run_1/placed.png
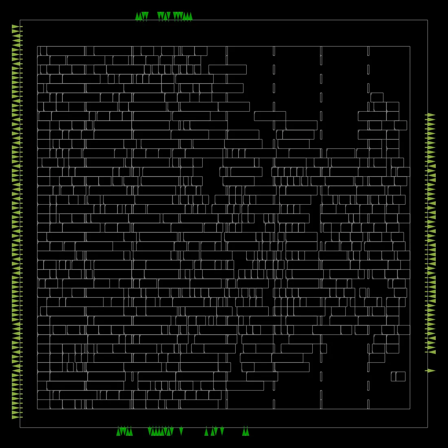
run_1/route_heat.png
The bar under the picture is 20 um long. 24 x 24 tiles, from black (low) to pale yellow (high), scaled to the fullest tile. Values are wire area over tile area, all layers added.
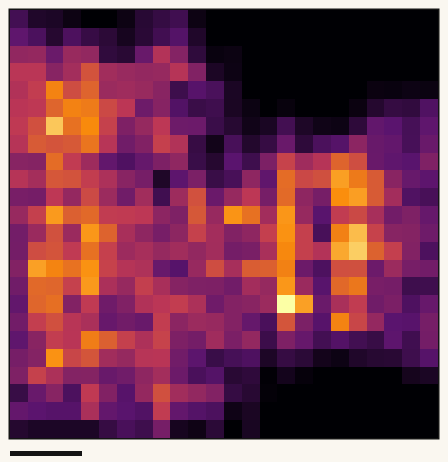
run_1/class_map.png
Fill, decap, tap and diode cells in gray.
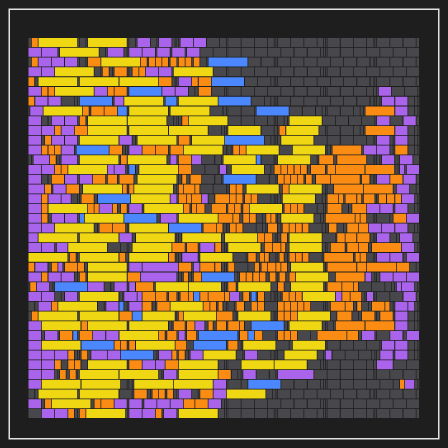
run_1/closeup.png
The bar under the picture is 20 um long. Window x 5 to 55, y 5 to 55 um. Cells in gray, sequential cells in the stronger gray; small squares are vias.
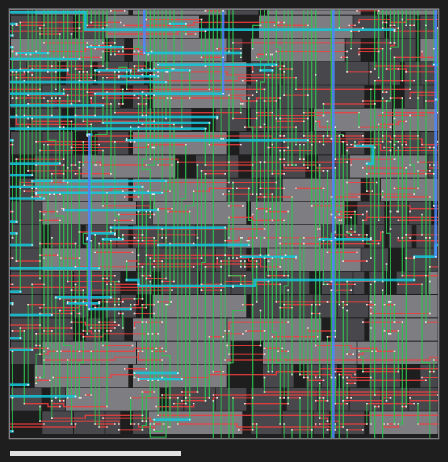
--- config.mk ---
export PLATFORM = sky130hd
export DESIGN_NAME = rf_wb_arbiter
export DESIGN_NICKNAME = d
export VERILOG_FILES = /design/src/rtl/rf_wb_arbiter.sv
export SDC_FILE = /design/constraint.sdc
export NUM_CORES = 1
export LEC_CHECK = 0
export CORE_MARGIN = 5
export CORE_UTILIZATION = 47
export CTS_CLUSTER_SIZE = 28
export DETAILED_ROUTE_END_ITERATION = 10
export GPL_ROUTABILITY_DRIVEN = 0
export GPL_TIMING_DRIVEN = 0
export PLACE_DENSITY = 0.91
export SETUP_SLACK_MARGIN = 0.15
export SLEW_MARGIN = 25
export SYNTH_ARGS = -nofsm -noshare
export SYNTH_HDL_FRONTEND = slang
export SYNTH_SLANG_ARGS = --single-unit
--- constraint.sdc ---
create_clock -name clk -period 3.55 [get_ports clk]
set_clock_uncertainty 0.1 [all_clocks]
set_input_delay 0.355 -clock clk [delete_from_list [all_inputs] [get_ports clk]]
set_output_delay 0.355 -clock clk [all_outputs]
set_load 0.005 [all_outputs]
--- src/rtl/rf_wb_arbiter.sv ---
// Register-file write-port arbiter: W-stage writeback has priority, long-latency results
// queue in a small FIFO, and a pending-destination scoreboard drives the decode stall.
module rf_wb_arbiter #(
  parameter int FIFO_DEPTH   = 2,
  parameter int STARVE_LIMIT = 4
) (
  input  logic        clk,
  input  logic        clr_n,
  input  logic        wb_we,
  input  logic [4:0]  wb_rd,
  input  logic [31:0] wb_data,
  output logic        wb_hold,
  input  logic        lu_issue,
  input  logic [4:0]  lu_issue_rd,
  input  logic        lu_valid,
  input  logic [4:0]  lu_rd,
  input  logic [31:0] lu_data,
  output logic        lu_ready,
  input  logic [4:0]  rs1_d,
  input  logic [4:0]  rs2_d,
  input  logic [4:0]  rd_d,
  output logic        stall_d,
  output logic        rf_we,
  output logic [4:0]  rf_a3,
  output logic [31:0] rf_wd,
  output logic [31:0] pending
);

  localparam int AW = $clog2(FIFO_DEPTH);
  localparam int CW = AW + 1;
  localparam int SW = $clog2(STARVE_LIMIT + 1);

  typedef struct packed {
    logic [4:0]  rd;
    logic [31:0] data;
  } entry_t;

  entry_t          mem [FIFO_DEPTH];
  logic [AW-1:0]   wr_ptr, rd_ptr;
  logic [CW-1:0]   count;
  logic [SW-1:0]   starve_cnt;
  logic            armed;
  logic [31:0]     pending_q;

  logic            empty, full, w_req, pop, push;
  entry_t          head;
  logic [31:0]     set_mask, clr_mask;

  assign empty    = (count == '0);
  assign full     = (count == CW'(FIFO_DEPTH));
  // armed keeps lu_ready low throughout reset even though the FIFO is empty.
  assign lu_ready = armed & ~full;
  assign wb_hold  = (starve_cnt == SW'(STARVE_LIMIT)) & ~empty;
  assign w_req    = wb_we & (wb_rd != 5'd0);
  assign head     = mem[rd_ptr];
  // rd 0 results complete the handshake but never enter the FIFO.
  assign push     = lu_valid & lu_ready & (lu_rd != 5'd0);

  // NOTE: every output of a combinational block gets a default first, so no path infers a latch.
  always_comb begin
    rf_we = 1'b0;
    rf_a3 = 5'd0;
    rf_wd = 32'd0;
    pop   = 1'b0;
    if (!empty && (wb_hold || !w_req)) begin
      rf_we = 1'b1;
      rf_a3 = head.rd;
      rf_wd = head.data;
      pop   = 1'b1;
    end else if (w_req) begin
      rf_we = 1'b1;
      rf_a3 = wb_rd;
      rf_wd = wb_data;
    end
  end

  always_comb begin
    set_mask = 32'd0;
    clr_mask = 32'd0;
    if (lu_issue && lu_issue_rd != 5'd0) set_mask[lu_issue_rd] = 1'b1;
    if (pop)                             clr_mask[head.rd]     = 1'b1;
  end

  assign pending = pending_q;
  assign stall_d = pending_q[rs1_d] | pending_q[rs2_d] | pending_q[rd_d];

  // NOTE: result storage has no reset; count and pointers alone decide what is valid.
  always_ff @(posedge clk) begin
    if (push) mem[wr_ptr] <= '{rd: lu_rd, data: lu_data};
  end

  // NOTE: sequential state uses non-blocking assignments so every flop samples pre-edge values.
  always_ff @(posedge clk or negedge clr_n) begin
    if (!clr_n) begin
      wr_ptr     <= '0;
      rd_ptr     <= '0;
      count      <= '0;
      starve_cnt <= '0;
      armed      <= 1'b0;
      pending_q  <= 32'd0;
    end else begin
      armed <= 1'b1;
      if (push) wr_ptr <= wr_ptr + AW'(1);
      if (pop)  rd_ptr <= rd_ptr + AW'(1);
      case ({push, pop})
        2'b10:   count <= count + CW'(1);
        2'b01:   count <= count - CW'(1);
        default: count <= count;
      endcase
      // Set wins over a same-cycle clear of the same register.
      pending_q <= ((pending_q & ~clr_mask) | set_mask) & ~32'd1;
      if (empty || pop)
        starve_cnt <= '0;
      else if (starve_cnt != SW'(STARVE_LIMIT))
        starve_cnt <= starve_cnt + SW'(1);
    end
  end

endmodule

==> run summary, run 1 <==
Notes on the physical design

The flow ran to the end, and the final reports show no timing, DRC or antenna violations. Across all setup checks in the final design, the least slack found is 0.0661 ns. The launch instance of the worst register-to-register path is count[0]$_DFFE_PN0P_.

The number of synthesized flops with an enable pin is 74. The timing endpoint of the critical path is rf_wd[9]. The number of clock sinks seen by CTS is 113. The synthesized cell area is 5610 um2.

The worst path arrival time is 3.03 ns. The number of antenna violations at the first check in global routing is 0. The highest net fanout along the worst path is 10. Per the final timing report, the hold violations number 0. The detailed router finished its first iteration with 685 violations. The finished cells cover 8170 um2. The library cell used most frequently in the layout, excluding fill and tap cells, is clkdlybuf4s50_1.

The horizontal die size is 119 um. The total leakage power is 3.15 nW. For this run, the slowest stage of the critical path takes 0.58 ns. Entering global routing, the biggest net connects 23 pins. The critical path capture point type is a primary output. Dividing the detail-routed via count by the number of cells gives 6.37.

Hold timing on the final database bottoms out at a slack of 0.339 ns. The insertion delay to the later sink of the worst-skew pair is 0.41 ns. Max-slew check failures listed in the final report amount to 0. The clock transition at the registers of the reported paths is 0.06 ns. Post-synthesis, Yosys gives the total cell area as 5610 um2. The share of the clock period used by the worst path is 98.1%. For reference, the most critical setup path is categorized as input pin to primary output. The clock period could shrink to 3.48 ns. The worst setup path is launched from an input pin.

Across all layers, the routed design uses 5067 vias. For this design, Yosys synthesis ends with a cell count of 450. The final net count is 741.

The via count of the first global-routing pass was 5184. The aggregate global routing overflow is 0. Once placement finished, the instance area stood at 7520 um2. Yosys mapped the design onto 50 distinct sky130hd cell types. The first TritonRoute pass finished after 6 iterations.

The largest buffer count on any clock path is 2. The first-pass GRT wire length is 29.0 mm. The flow reports an fmax of 287 MHz. After layout, the design draws a total of 0.00611 W.

The floorplan die height is 119 um. Summed over all routing layers, the global router reports a total usage of 26.5%. The most frequently used flop master after synthesis is edfxtp_1. Per the synthesis report, the single largest cell type by area occupies 39.6% of cell area. In this run the number of H-tree levels came out at 4. The ratio of total power to cell area is 748 nW/um2. The number of synthesized register bits is 113. The estimated wirelength of the detail-placed design is 13.6 mm. OpenSTA lists the critical path startpoint as wb_rd[2]. The pin slew with the least headroom to its limit is 0.806 ns.

In the post-route report, total wirelength is listed as 19.4 mm. STA reports the tightest min-delay check as being of type input pin to async pin. The required time of the critical path is 3.09 ns. The worst slew margin relative to its limit is 44.7%. TritonCTS built the clock tree. The path depth of the worst reg2reg path is 5.

The post-synthesis average cell area is 12.5 um2. Of all cell types, the one taking the most synthesized area is edfxtp_1. The most used standard cell by instance count after synthesis is o21ai_0.

Setup violations remaining at the end of the flow were counted as 0. The share of synthesized registers carrying an async set or reset is 34.5%. Synthesis produced a netlist with a net count of 551.

Ranked by total cell area, the synthesized netlist is headed by edfxtp_1, dfrtp_1, mux2i_1. The number of warnings reported in the yosys synthesis log is 0. Compared with the post-synthesis result, the final layout area differs by 45.7%.

The highest ir drop seen on vdd is 447 uV. In this run, CTS created clock tree buffers numbering 17. After floorplanning, the die was sized to cover 14200 um2. The slowest stage of the critical path is the or4_4 cell.

TritonRoute output was used to compute an average wire per cell of 24.4 um. The tree is rooted in a clkbuf_16. The worst register-to-register path has a setup slack of 1.11 ns. Counting every instance in the synthesized netlist gives 450. Walking the worst path, the cells encountered are clkdlybuf4s50_1 > or4_4 > o211ai_1 > nand2_2 > buf_4 > o21ai_0 > clkdlybuf4s50_1. The routed layout reports a DRC error count of 0. Pin placement for this block handled 172 I/O pins. Of the cells placed in the final design, the portion with a size suffix greater than 1 is 13.3%.
About placed.png:
standard cell core area: 11600 um2
Fill cells: 728
number of rows created at floorplan: 39

About route_heat.png:
fullest tile: 0.76
densest ninth of the die: left middle
mean over tiles: 0.23
nearly empty tiles: 17%

About class_map.png:
| color | class | cells |
|---|---|---|
| orange | remaining logic cells | 314 |
| yellow | registers | 113 |
| purple | remaining buffers and delay cells | 194 |
| blue | clock drivers and dummy loads | 31 |

About closeup.png:
| color | layer |
|---|---|
| green | M2 |
| red | M1 |
| cyan | M3 |
| blue | M4 |
cells with their middle in the window: 171
most frequent: clkdlybuf4s50_1 (47), edfxtp_1 (31), nand3_1 (16)
netlist names of flops here include: mem (31), count (2)
sequential cells in the window: 36

run 1: through the flow:
step	TNS, ns	instances
global route	0	795
finish	0	795
floorplan	0	450
detailed placement	-3.02	761
CTS	0	796
global placement	-26.06	758
run 1: kinds of logic after synthesis:
logic type | count (synthesis) | synth area share [%]
multiplexers | 71 | 16.9
XOR/XNOR | 6 | 0.937
AND/OR/NAND/NOR | 100 | 9.71
other | 2 | 0.134
AND-OR/OR-AND | 125 | 12.4
adder cells (fa/ha/maj) | 2 | 0.446
buffers and inverters | 31 | 2.45
flip-flops | 113 | 57.0
run 1: what timing repair did:
| item | CTS | global route |
|---|---|---|
| hold buffers | 1 | 0 |
| setup buffers | 3 | 0 |
| endpoints found under the setup margin | 37 | 35 |
| gates resized | 15 | 26 |
| endpoints found under the hold margin | 17 | 0 |
| pin swaps | 3 | 3 |
run 1: state kept, by name, summed over array words and instances (netlist names):
signal      cells
count           2
starve_cnt      3
pending        31
armed           1
mem            74
wr_ptr          1
rd_ptr          1
run 1: layout make-up:
cell class	count	area, um2
inverter	8	30.0
sequential	113	3200
fill	728	3390
buffer	22	124
timing repair buffer	172	1780
multi-input combinational	306	2280
tap	143	179
clock buffer	17	425
clock inverter	14	148
run 1: layer usage:
layer / part of all wire, % / up-vias / track usage, %
li1: - / 2124 / -
met1: 35 / 2442 / 29.9
met2: 51 / 449 / 47.0
met3: 12 / 52 / 8.39
met4: 2.2 / 0 / 9.56
met5: 0 / - / 0
run 1: where the power goes:
part	internal, W	switching (W)
Clock	0.00108	0.000582
Combinational	0.00128	0.00107
Sequential	0.00174	0.000363
run_1/ff_map.png
Other sequential cells in the stronger gray, the rest of the logic in the fainter gray.
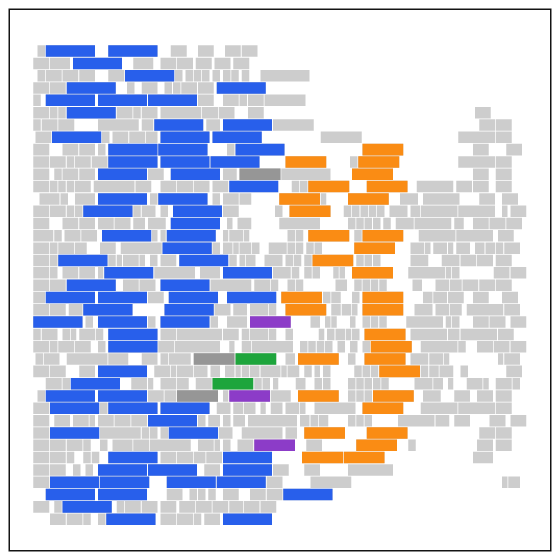

## Run 2: what changed since run 1
--- a/config.mk
+++ b/config.mk
@@ -6,12 +6,13 @@
 export NUM_CORES = 1
 export LEC_CHECK = 0
 export CORE_MARGIN = 5
-export CORE_UTILIZATION = 47
+export CORE_UTILIZATION = 49
+export CTS_BUF_LIST = sky130_fd_sc_hd__clkbuf_8
 export CTS_CLUSTER_SIZE = 28
 export DETAILED_ROUTE_END_ITERATION = 10
 export GPL_ROUTABILITY_DRIVEN = 0
 export GPL_TIMING_DRIVEN = 0
-export PLACE_DENSITY = 0.91
+export PLACE_DENSITY = 0.94
 export SETUP_SLACK_MARGIN = 0.15
 export SLEW_MARGIN = 25
 export SYNTH_ARGS = -nofsm -noshare
run_2/ff_map.png
Other sequential cells in the stronger gray, the rest of the logic in the fainter gray.
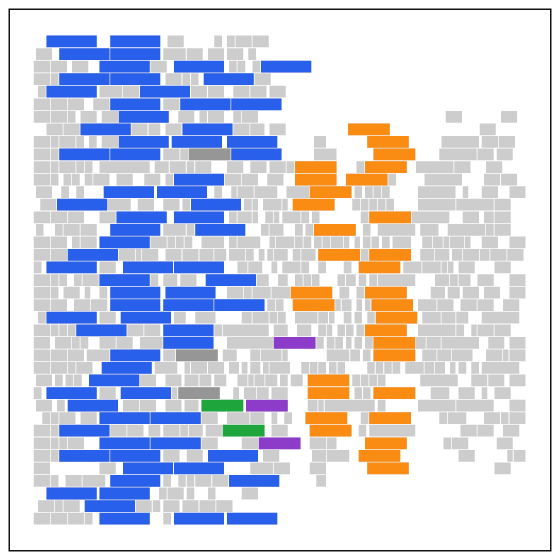
| color | signal | placed flops |
|---|---|---|
| green | count | 2 |
| orange | pending | 31 |
| purple | starve_cnt | 3 |
| blue | mem | 74 |
not colored: 3

run_2/placed.png
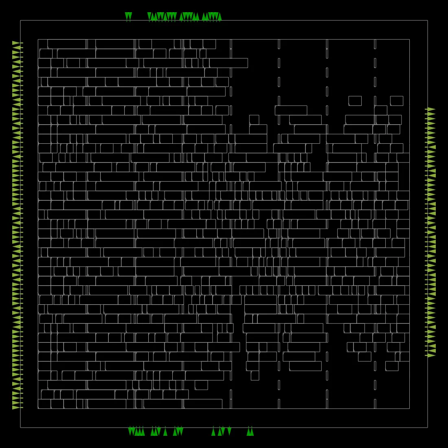
proportion of cell area occupied by registers: 40.2%
Fill cells: 758

==> run summary, run 2 <==
Notes on the physical design

The flow ran to the end, and the final reports show no timing, DRC or antenna violations. The reg2reg setup slack is 1.23 ns. The tally of unique sky130hd cells used after synthesis is 50.

The launch instance of the worst register-to-register path is count[0]$_DFFE_PN0P_. The pin slew with the least headroom to its limit is 0.708 ns. The most frequently used flop master after synthesis is edfxtp_1. The class of the tightest hold or removal check is input pin to async pin. The H-tree was split into 4 levels. The post-synthesis average cell area is 12.5 um2. The clock network power consumption is 0.00121 W. The synthesis report lists the most area-consuming cells as edfxtp_1, dfrtp_1, mux2i_1.

The final layout reports a setup TNS of 0 ns. Combinational logic is responsible for 41.2% of the overall power. For this run, the chip area from Yosys synthesis comes to 5610 um2.

The number of instances in the placed design is 761. The critical path goes through clkdlybuf4s50_1 > or4_4 > o211ai_1 > nand2_2 > buf_2 > o21ai_0 > clkdlybuf4s50_1. The met1 wire length is 6.24 mm. The core box area is 11300 um2. The flow reports that the clock network draws 21.6% of the design power. Ranked by flip-flop count, first place goes to mem. The type of the setup path with the least slack is input pin to primary output. The register share of total power is 37.2%. The global routing report lists combined usage of all routing layers as 27.0%.

Power comes to 0.00561 W. The proportion of netlist area held by the largest area contributor is 39.6%. The detailed-router iteration count before antenna repair is 5.

The peak-usage layer in the global routing report is met2. After the flow finishes, the layout carries non-filler instances totaling 795. The required time of the critical path is 3.09 ns.

The top-level port count is 172. The sequential power reported by the tool is 0.00209 W. The ratio of total power to cell area is 705 nW/um2. The final hold violation count is 0.

The worst setup path is launched from an input pin. The script parses the final routing iteration and logs DRC violations as 0. The biggest cell delay along the critical path is 0.58 ns.

The biggest slice of the total power is consumed by combinational logic. The cell count in the Yosys report is 450. The number of synthesized register bits is 113. The detailed router's first-iteration violation count is 573. The power report lists cell-internal power as 0.00364 W.

Hold timing on the final database bottoms out at a slack of 0.321 ns. The power report puts the leakage power at 2.94 nW. The clock transition at the registers of the reported paths is 0.07 ns. The synthesis stats list as the most numerous cell o21ai_0. Counting along the longest clock path gives a buffer depth of 2. OpenROAD emitted warnings numbering 28. Per the synth stats, the proportion of register bits with asynchronous set or reset is 34.5%. The first-pass GRT wire length is 27.4 mm. Clock tree synthesis found a total of 113 sinks. In the finished design, the share of the clock period the worst path needs comes to 93.4%. The via count of the routed design is 4877.

STA classifies the critical path endpoint as a primary output. The number of rows in the core area is 39. Per Yosys stat, the portion of area used by sequential elements is 57.0%.

The synthesized design contains 74 enable-type register cells. met3 track demand over resource after global routing is 7.76%. The aggregate global routing overflow is 0.

The total net switching power is 0.00197 W. The routed length on met3 is 2.09 mm. The synthesized-area fraction occupied by ao, oa, aoi and oai cells is 12.4%. The area share of fa/ha/maj cells after synthesis is 0.446%. The number of antenna violations at the first check in global routing was 0. The highest net fanout along the worst path is 10. The buffer_ports step reported a buffer count of 165.

The share of post-route cells with drive strength above 1 is 14.0%. The area growth from synthesis to layout is 41.9%. The number of warnings reported in the yosys synthesis log is 0. The area fraction in mux cells is 16.9%. The sum of met2 wire segment lengths after detailed routing is 9.17 mm. The worst path meets setup with 0.233 ns of slack.

Dividing the detail-routed wire length by the instance count gives 22.8 um. The cell accounting for the most synthesized area is edfxtp_1. The parity-gate share of the synthesized area counting xor and xnor cells is 0.937%. On met2, the global router reports a usage of 47.4%.

The pin count of the biggest net entering global routing is 22. On met1, the global router reports a usage of 30.3%. Setup repair after global routing could not meet its margin everywhere. At floorplan, the net count of the design was reported as 551.

The worst-case IR drop observed on VDD is 518 uV. Per the breakdown, switching nets consume 35.0% of all power. Derived from the worst setup path, the maximum achievable clock frequency is 301 MHz. The final critical-path required period is 3.32 ns. Per the synthesis report, the simple-gate share of the synthesized area is 9.71%. The register with the most flip-flops in the layout has 74 of them. TritonCTS built the clock tree. Synthesis handed over a netlist of 450 instances. The synthesized netlist occupies a cell area of 5610 um2. CTS added clock buffers totalling 17. The synthesis run identifies the leading combinational cell family as multiplexers. According to the floorplan report, the die height is 117 um.

The final net count is 740. The via count of the first global-routing pass came to 5172. The worst path arrival time is 2.86 ns.

The estimated wirelength of the detail-placed design is 13.2 mm. The mean number of vias per cell is 6.13. The die covers 13700 um2. The commonest non-fill, non-tap cell in the layout is clkdlybuf4s50_1.

The cell with the biggest individual delay on the critical path is or4_4. Per the finish-stage timing summary, setup violations number 0. The overall routed net length is 18.1 mm.

The power drawn by the combinational cells is 0.00231 W. The clock tree root buffer cell is clkbuf_8. The final report gives the core utilization as 70.3%. The path depth of the worst reg2reg path is 5. The final standard cell area without fillers is 7960 um2. The insertion delay to the later sink of the worst-skew pair is 0.43 ns. The total placed instance area is 7520 um2. The horizontal die size is 117 um. The library cells used most frequently in the layout, excluding fill and tap cells, are clkdlybuf4s50_1, o21ai_0, edfxtp_1.

The final count of pins violating max slew is 0. Signal nets in the final route climb as high as met4. The worst pin sits at a relative slew slack of 51.5%.
## run 2: netlist changes by cell type in the layout (fill, tap and decap cells not counted), sizes merged
cell,previous run,this run
clkinvlp,2,4
dlymetal6s2s,10,2
inv,8,10
clkinv,9,7
clkbuf,24,23
dlygate4sd2,2,1
bufinv,3,2
clkdlybuf4s50,152,161
## run 2: critical path, delay by kind of cell
family	cells	cell delay, ns
compound gates	2	0.51
simple gates	2	0.77
buf+inv	3	1.23
## run 2: worst max-delay path by stage
stage | end | slack [ns] | from
global route | rf_a3[3] | 0.14 | wb_rd[2]
detailed placement | rf_wd[5] | -0.18 | wb_rd[3]
floorplan | mem[0][0]$_DFFE_PP_ | 0.35 | count[0]$_DFFE_PN0P_
finish | rf_wd[29] | 0.23 | wb_rd[3]
CTS | rf_wd[19] | 0.16 | wb_rd[3]
global placement | mem[0][26]$_DFFE_PP_ | -0.72 | lu_rd[0]
## run 2: area by class of cell
| class | instances | area (um2) |
|---|---|---|
| fill | 758 | 3370 |
| sequential | 113 | 3200 |
| multi-input combinational | 306 | 2280 |
| timing repair buffer | 170 | 1750 |
| clock buffer | 17 | 234 |
| tap | 143 | 179 |
| clock inverter | 15 | 161 |
| buffer | 23 | 120 |
| inverter | 8 | 30.0 |
## run 2: timing repair
item,4_1_cts,5_1_grt
resized,9,18
hold buffers,1,0
setup buffers,1,0
pin swaps,1,2
endpoints found under the setup margin,37,29
endpoints found under the hold margin,18,0
## run 2: cells by family (layout without fill, tap and decap cells)
group                      count (synthesis)  count (layout)
xor gates and xnor gates                   6               6
muxes                                     71              71
and+or+nand+nor                          100             100
DFF                                      113             113
buffers and inverters                     31             233
other                                      2               2
adders and majority gates                  2               2
AOI/OAI and AO/OA                        125             125
No activity file was given, so power comes from the tool's default toggle rates.
